### src/rtl/mips_pkg.sv
// ============================================================================
// Module      : mips_pkg
// Description : Shared constants and the IF/ID pipeline register record.
// Revision    : 1.0 - initial release
// ============================================================================
`default_nettype none

package mips_pkg;

  localparam logic [31:0] RESET_PC   = 32'h0000_0000;
  localparam logic [31:0] NOP_WORD   = 32'h0000_0000;
  localparam int unsigned IMEM_BYTES = 4096;
  localparam logic [31:0] PC_INCR    = 32'd4;

  // Reused verbatim by the decode stage.
  typedef struct packed {
    logic [31:0] instr;
    logic [31:0] pc_plus4;
    logic        valid;
    logic        fault;
  } ifid_t;

endpackage

`default_nettype wire

### src/rtl/instruction_fetch_stage_pc_next_sel.sv
// ============================================================================
// Module      : pc_next_sel
// Description : Next-PC priority mux (branch > stall > +4) and fetch fault test.
// Revision    : 1.0 - initial release
// ============================================================================
`default_nettype none

module pc_next_sel
  import mips_pkg::*;
#(
  parameter int unsigned IMEM_BYTES = mips_pkg::IMEM_BYTES
) (
  input  logic [31:0] pc,
  input  logic        stall,
  input  logic        branch_taken,
  input  logic [31:0] branch_target,
  output logic [31:0] pc_next,
  output logic [31:0] pc_plus4,
  output logic        fault
);

  localparam logic [31:0] C_LAST_WORD = 32'(IMEM_BYTES - 4);

  always_comb begin
    pc_plus4 = pc + PC_INCR;
    // A taken branch outranks stall so the redirect is never dropped.
    if (branch_taken) begin
      pc_next = branch_target;
    end else if (stall) begin
      pc_next = pc;
    end else begin
      pc_next = pc_plus4;
    end
    fault = (pc > C_LAST_WORD) || (pc[1:0] != 2'b00);
  end

endmodule

`default_nettype wire

### src/rtl/instruction_fetch_stage.sv
// ============================================================================
// Module      : instruction_fetch_stage
// Description : MIPS-32 IF stage - PC register, imem address, IF/ID register.
// Revision    : 1.0 - initial release
// ============================================================================
`default_nettype none

module instruction_fetch_stage
  import mips_pkg::*;
#(
  parameter logic [31:0] RESET_PC   = mips_pkg::RESET_PC,
  parameter int unsigned IMEM_BYTES = mips_pkg::IMEM_BYTES,
  parameter logic [31:0] NOP_WORD   = mips_pkg::NOP_WORD
) (
  input  logic        clk,
  input  logic        rst_n,
  input  logic        Stall,
  input  logic        Flush,
  input  logic        Branch_taken,
  input  logic [31:0] Branch_target,
  output logic [31:0] PC_Read_address,
  input  logic [31:0] Instruction_In,
  output logic [31:0] IFID_Instruction,
  output logic [31:0] IFID_PC_Plus4,
  output logic        IFID_Valid,
  output logic        Fetch_Fault
);

  logic [31:0] r_pc;
  ifid_t       r_ifid;
  logic [31:0] w_pc_next;
  logic [31:0] w_pc_plus4;
  logic        w_fault;

  pc_next_sel #(
    .IMEM_BYTES (IMEM_BYTES)
  ) u_pc_next_sel (
    .pc            (r_pc),
    .stall         (Stall),
    .branch_taken  (Branch_taken),
    .branch_target (Branch_target),
    .pc_next       (w_pc_next),
    .pc_plus4      (w_pc_plus4),
    .fault         (w_fault)
  );

  always_ff @(posedge clk or negedge rst_n) begin
    if (!rst_n) begin
      r_pc   <= RESET_PC;
      r_ifid <= '{instr: NOP_WORD, pc_plus4: 32'd0, valid: 1'b0, fault: 1'b0};
    end else begin
      r_pc <= w_pc_next;
      // A taken branch squashes the delay-slot word currently being fetched.
      if (Flush || Branch_taken) begin
        r_ifid <= '{instr: NOP_WORD, pc_plus4: w_pc_plus4, valid: 1'b0, fault: 1'b0};
      end else if (!Stall) begin
        if (w_fault) begin
          r_ifid <= '{instr: NOP_WORD, pc_plus4: w_pc_plus4, valid: 1'b0, fault: 1'b1};
        end else begin
          r_ifid <= '{instr: Instruction_In, pc_plus4: w_pc_plus4, valid: 1'b1, fault: 1'b0};
        end
      end
    end
  end

  assign PC_Read_address  = r_pc;
  assign IFID_Instruction = r_ifid.instr;
  assign IFID_PC_Plus4    = r_ifid.pc_plus4;
  assign IFID_Valid       = r_ifid.valid;
  assign Fetch_Fault      = r_ifid.fault;

endmodule

`default_nettype wire
### config.mk
export PLATFORM = sky130hd
export DESIGN_NAME = instruction_fetch_stage
export DESIGN_NICKNAME = d
export VERILOG_FILES = /design/src/rtl/mips_pkg.sv /design/src/rtl/instruction_fetch_stage_pc_next_sel.sv /design/src/rtl/instruction_fetch_stage.sv
export SDC_FILE = /design/constraint.sdc
export NUM_CORES = 1
export LEC_CHECK = 0
export CORE_UTILIZATION = 45
export CTS_CLUSTER_SIZE = 14
export DETAILED_ROUTE_END_ITERATION = 8
export PLACE_DENSITY = 0.86
export SYNTH_ARGS = -nofsm -noshare
export SYNTH_HDL_FRONTEND = slang
export SYNTH_SLANG_ARGS = --single-unit
### constraint.sdc
create_clock -name clk -period 2.6 [get_ports clk]
set_clock_uncertainty 0.15 [all_clocks]
set_input_delay 0.39 -clock clk [delete_from_list [all_inputs] [get_ports clk]]
set_output_delay 0.39 -clock clk [all_outputs]
set_load 0.05 [all_outputs]
**Placement by cell class**

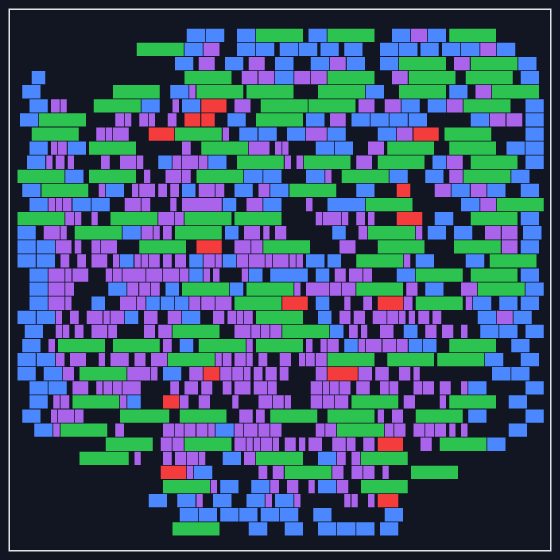
legend:
  registers:
    color: green
    cells: 98
    share_of_their_area: 37%
  remaining buffers and delay cells:
    color: blue
    cells: 198
    share_of_their_area: 29%
  clock drivers and dummy loads:
    color: red
    cells: 16
    share_of_their_area: 2.9%
  remaining logic cells:
    color: purple
    cells: 346
    share_of_their_area: 31%

**Clock wires, drivers and flops**

Bar = 20 um.
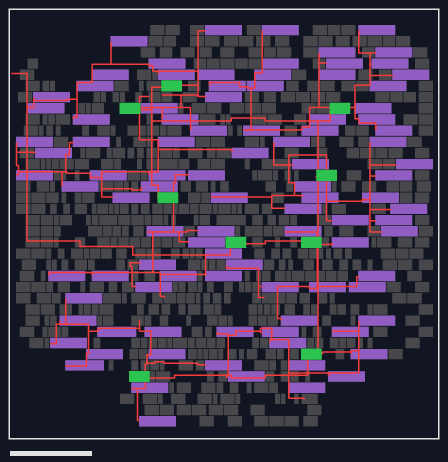
legend:
  clock wires:
    color: red
    length: 1,210 um
  clock-net drivers:
    color: green
    count: 9
  flip-flops:
    color: purple
    count: 98
routed clock nets: 10
flops lie: all over the die

==> impl_metrics.py <==
# Flow results
metrics = {
    "layout": {
        "area_growth_pct": 45.0,
        "layout_top_cells": "clkdlybuf4s50_1 (165), dfrtp_1 (96), nand2_1 (54)",
        "final_cell_count_no_fill": 791,
        "clk_share": 0.0283,
        "clockBufferCount": 9,
        "nNonClkBuffers": 198,
        "comb_area_um2": 2040,
        "diodes": 0,
        "seqCellArea_um2": 2450,
        "final_common_cell": "clkdlybuf4s50_1",
        "nNonClkInverters": 7,
        "comb_share": 0.300,
    },
    "clocking": {
        "post-cts-setup-buffers": 0,
        "cts_hold_buf": 1,
        "clock-sinks": 98,
        "h-tree-depth": 3,
        "clock_latency_ns": 0.39,
        "post_cts_resized": 0,
        "cts_buffer_depth": 2,
        "root_buffer": "clkbuf_8",
        "path_clk_slew_ns": 0.10,
    },
    "floorplan": {
        "nWellTaps": 133,
        "die-width_um": 104,
        "fp-row-count": 36,
        "core_region_area_um2": 9950,
        "die-area_um2": 10900,
        "io_pins": 167,
    },
    "grt": {
        "grt_pass1_wl_um": 22700,
        "overflow": 0,
        "grt_pass1_vias": 4474,
    },
    "power_and_ir_drop": {
        "comb-power_w": 0.00109,
        "clockPowerShare": 0.258,
        "top_power_group": "sequential cells",
        "power.switching_w": 0.00142,
        "power.internal_w": 0.00241,
        "p_leak_nw": 2.68,
        "swShare": 0.370,
        "pwr_density_cell_nw_per_um2": 562,
    },
    "job": {
        "warnings": 26,
        "max-cap-violations": 0,
    },
    "detailed_routing": {
        "drtIter0Drc": 374,
        "dr.pass1.iters": 5,
        "drcViolationCount": 0,
        "wire_per_inst_um": 17.6,
        "routed_wl_um": 13900,
        "num_vias": 4554,
    },
    "logic_synthesis": {
        "yosysWarningCount": 0,
        "synthSimpleGateAreaFrac": 0.207,
        "compound_area_frac": 0.169,
        "yosysMostFrequentCell": "dfrtp_1",
        "yosys.cell_types.count": 42,
        "syn_area_per_cell_um2": 9.66,
        "mux_share": 0.00693,
        "synthesis.area_um2": 4700,
        "flop_cell": "dfrtp_1",
        "fa_ha_area_frac": 0.00266,
        "top_logic_kind": "simple AND/OR/NAND/NOR gates",
        "synthTopCellsByArea": "dfrtp_1 (52%), a22o_1 (6.0%), o21ai_0 (5.0%), nand2_1 (4.3%), xnor2_1 (4.1%)",
    },
    "worst_setup_path": {
        "criticalPathCategory": "reg2reg",
        "cp_max_fo": 10,
        "required_ns": 2.77,
        "crit_start": "PC_Read_address[3]",
        "rr_worst_depth": 6,
        "r2r-end": "PC_Read_address[20]",
        "r2r-start": "PC_Read_address[3]",
    },
    "placed_design": {
        "dp_hpwl_um": 10200,
        "dp_cells": 774,
        "place_ws_ns": 0.117,
        "gp_congestion": 0.845,
    },
    "sta": {
        "setup_viol_count_final": 0,
        "tightest_slew_ns": 0.598,
        "hold_viol": 0,
        "setup-tns-final_ns": 0,
        "report.final.slew_viol_count": 0,
        "period_used_share": 0.962,
        "maxSlewHeadroom": 0.602,
    },
    "worst_hold_path": {
        "worst_hold_path.num_cells": 2,
    },
    "status": {
        "status": "completed",
    },
}
**PDN straps and rails**

Bar = 20 um. Pins as bars on the die edge.
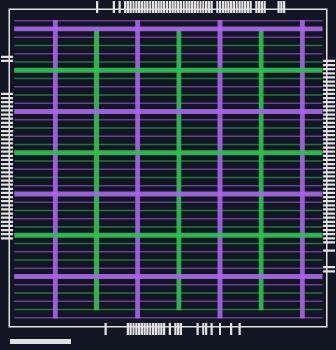
legend:
  VDD:
    color: green
  VSS:
    color: purple
signal pins: 167
met5 straps: 7
rows: 36

==> metrics by stage <==
step / power, W / hold slack [ns]
6_report: 0.00383 / 0.331
5_1_grt: 0.00398 / 0.363
4_1_cts: 0.00384 / 0.337
3_5_place_dp: 0.00286 / 0.288
3_3_place_gp: 0.00284 / 0.273
2_1_floorplan: 0.00238 / -0.0556
==> metal layers <==
layer  wire (um)  vias to the layer above  global-route usage
met4         324                        0              0.0980
met2        6850                      212               0.437
met3        1010                       28              0.0645
met1        5720                     2218               0.341
met5           0                        -                   0
li1            -                     2096                   -
==> critical path: stages, from the launching register on <==
cell	delay, ns
dfrtp_2	0.43
ha_1	0.31
nand4_2	0.15
buf_4	0.20
or4_1	0.65
or4_1	0.46
nand3_1	0.10
Power and IR drop assume default switching activity.
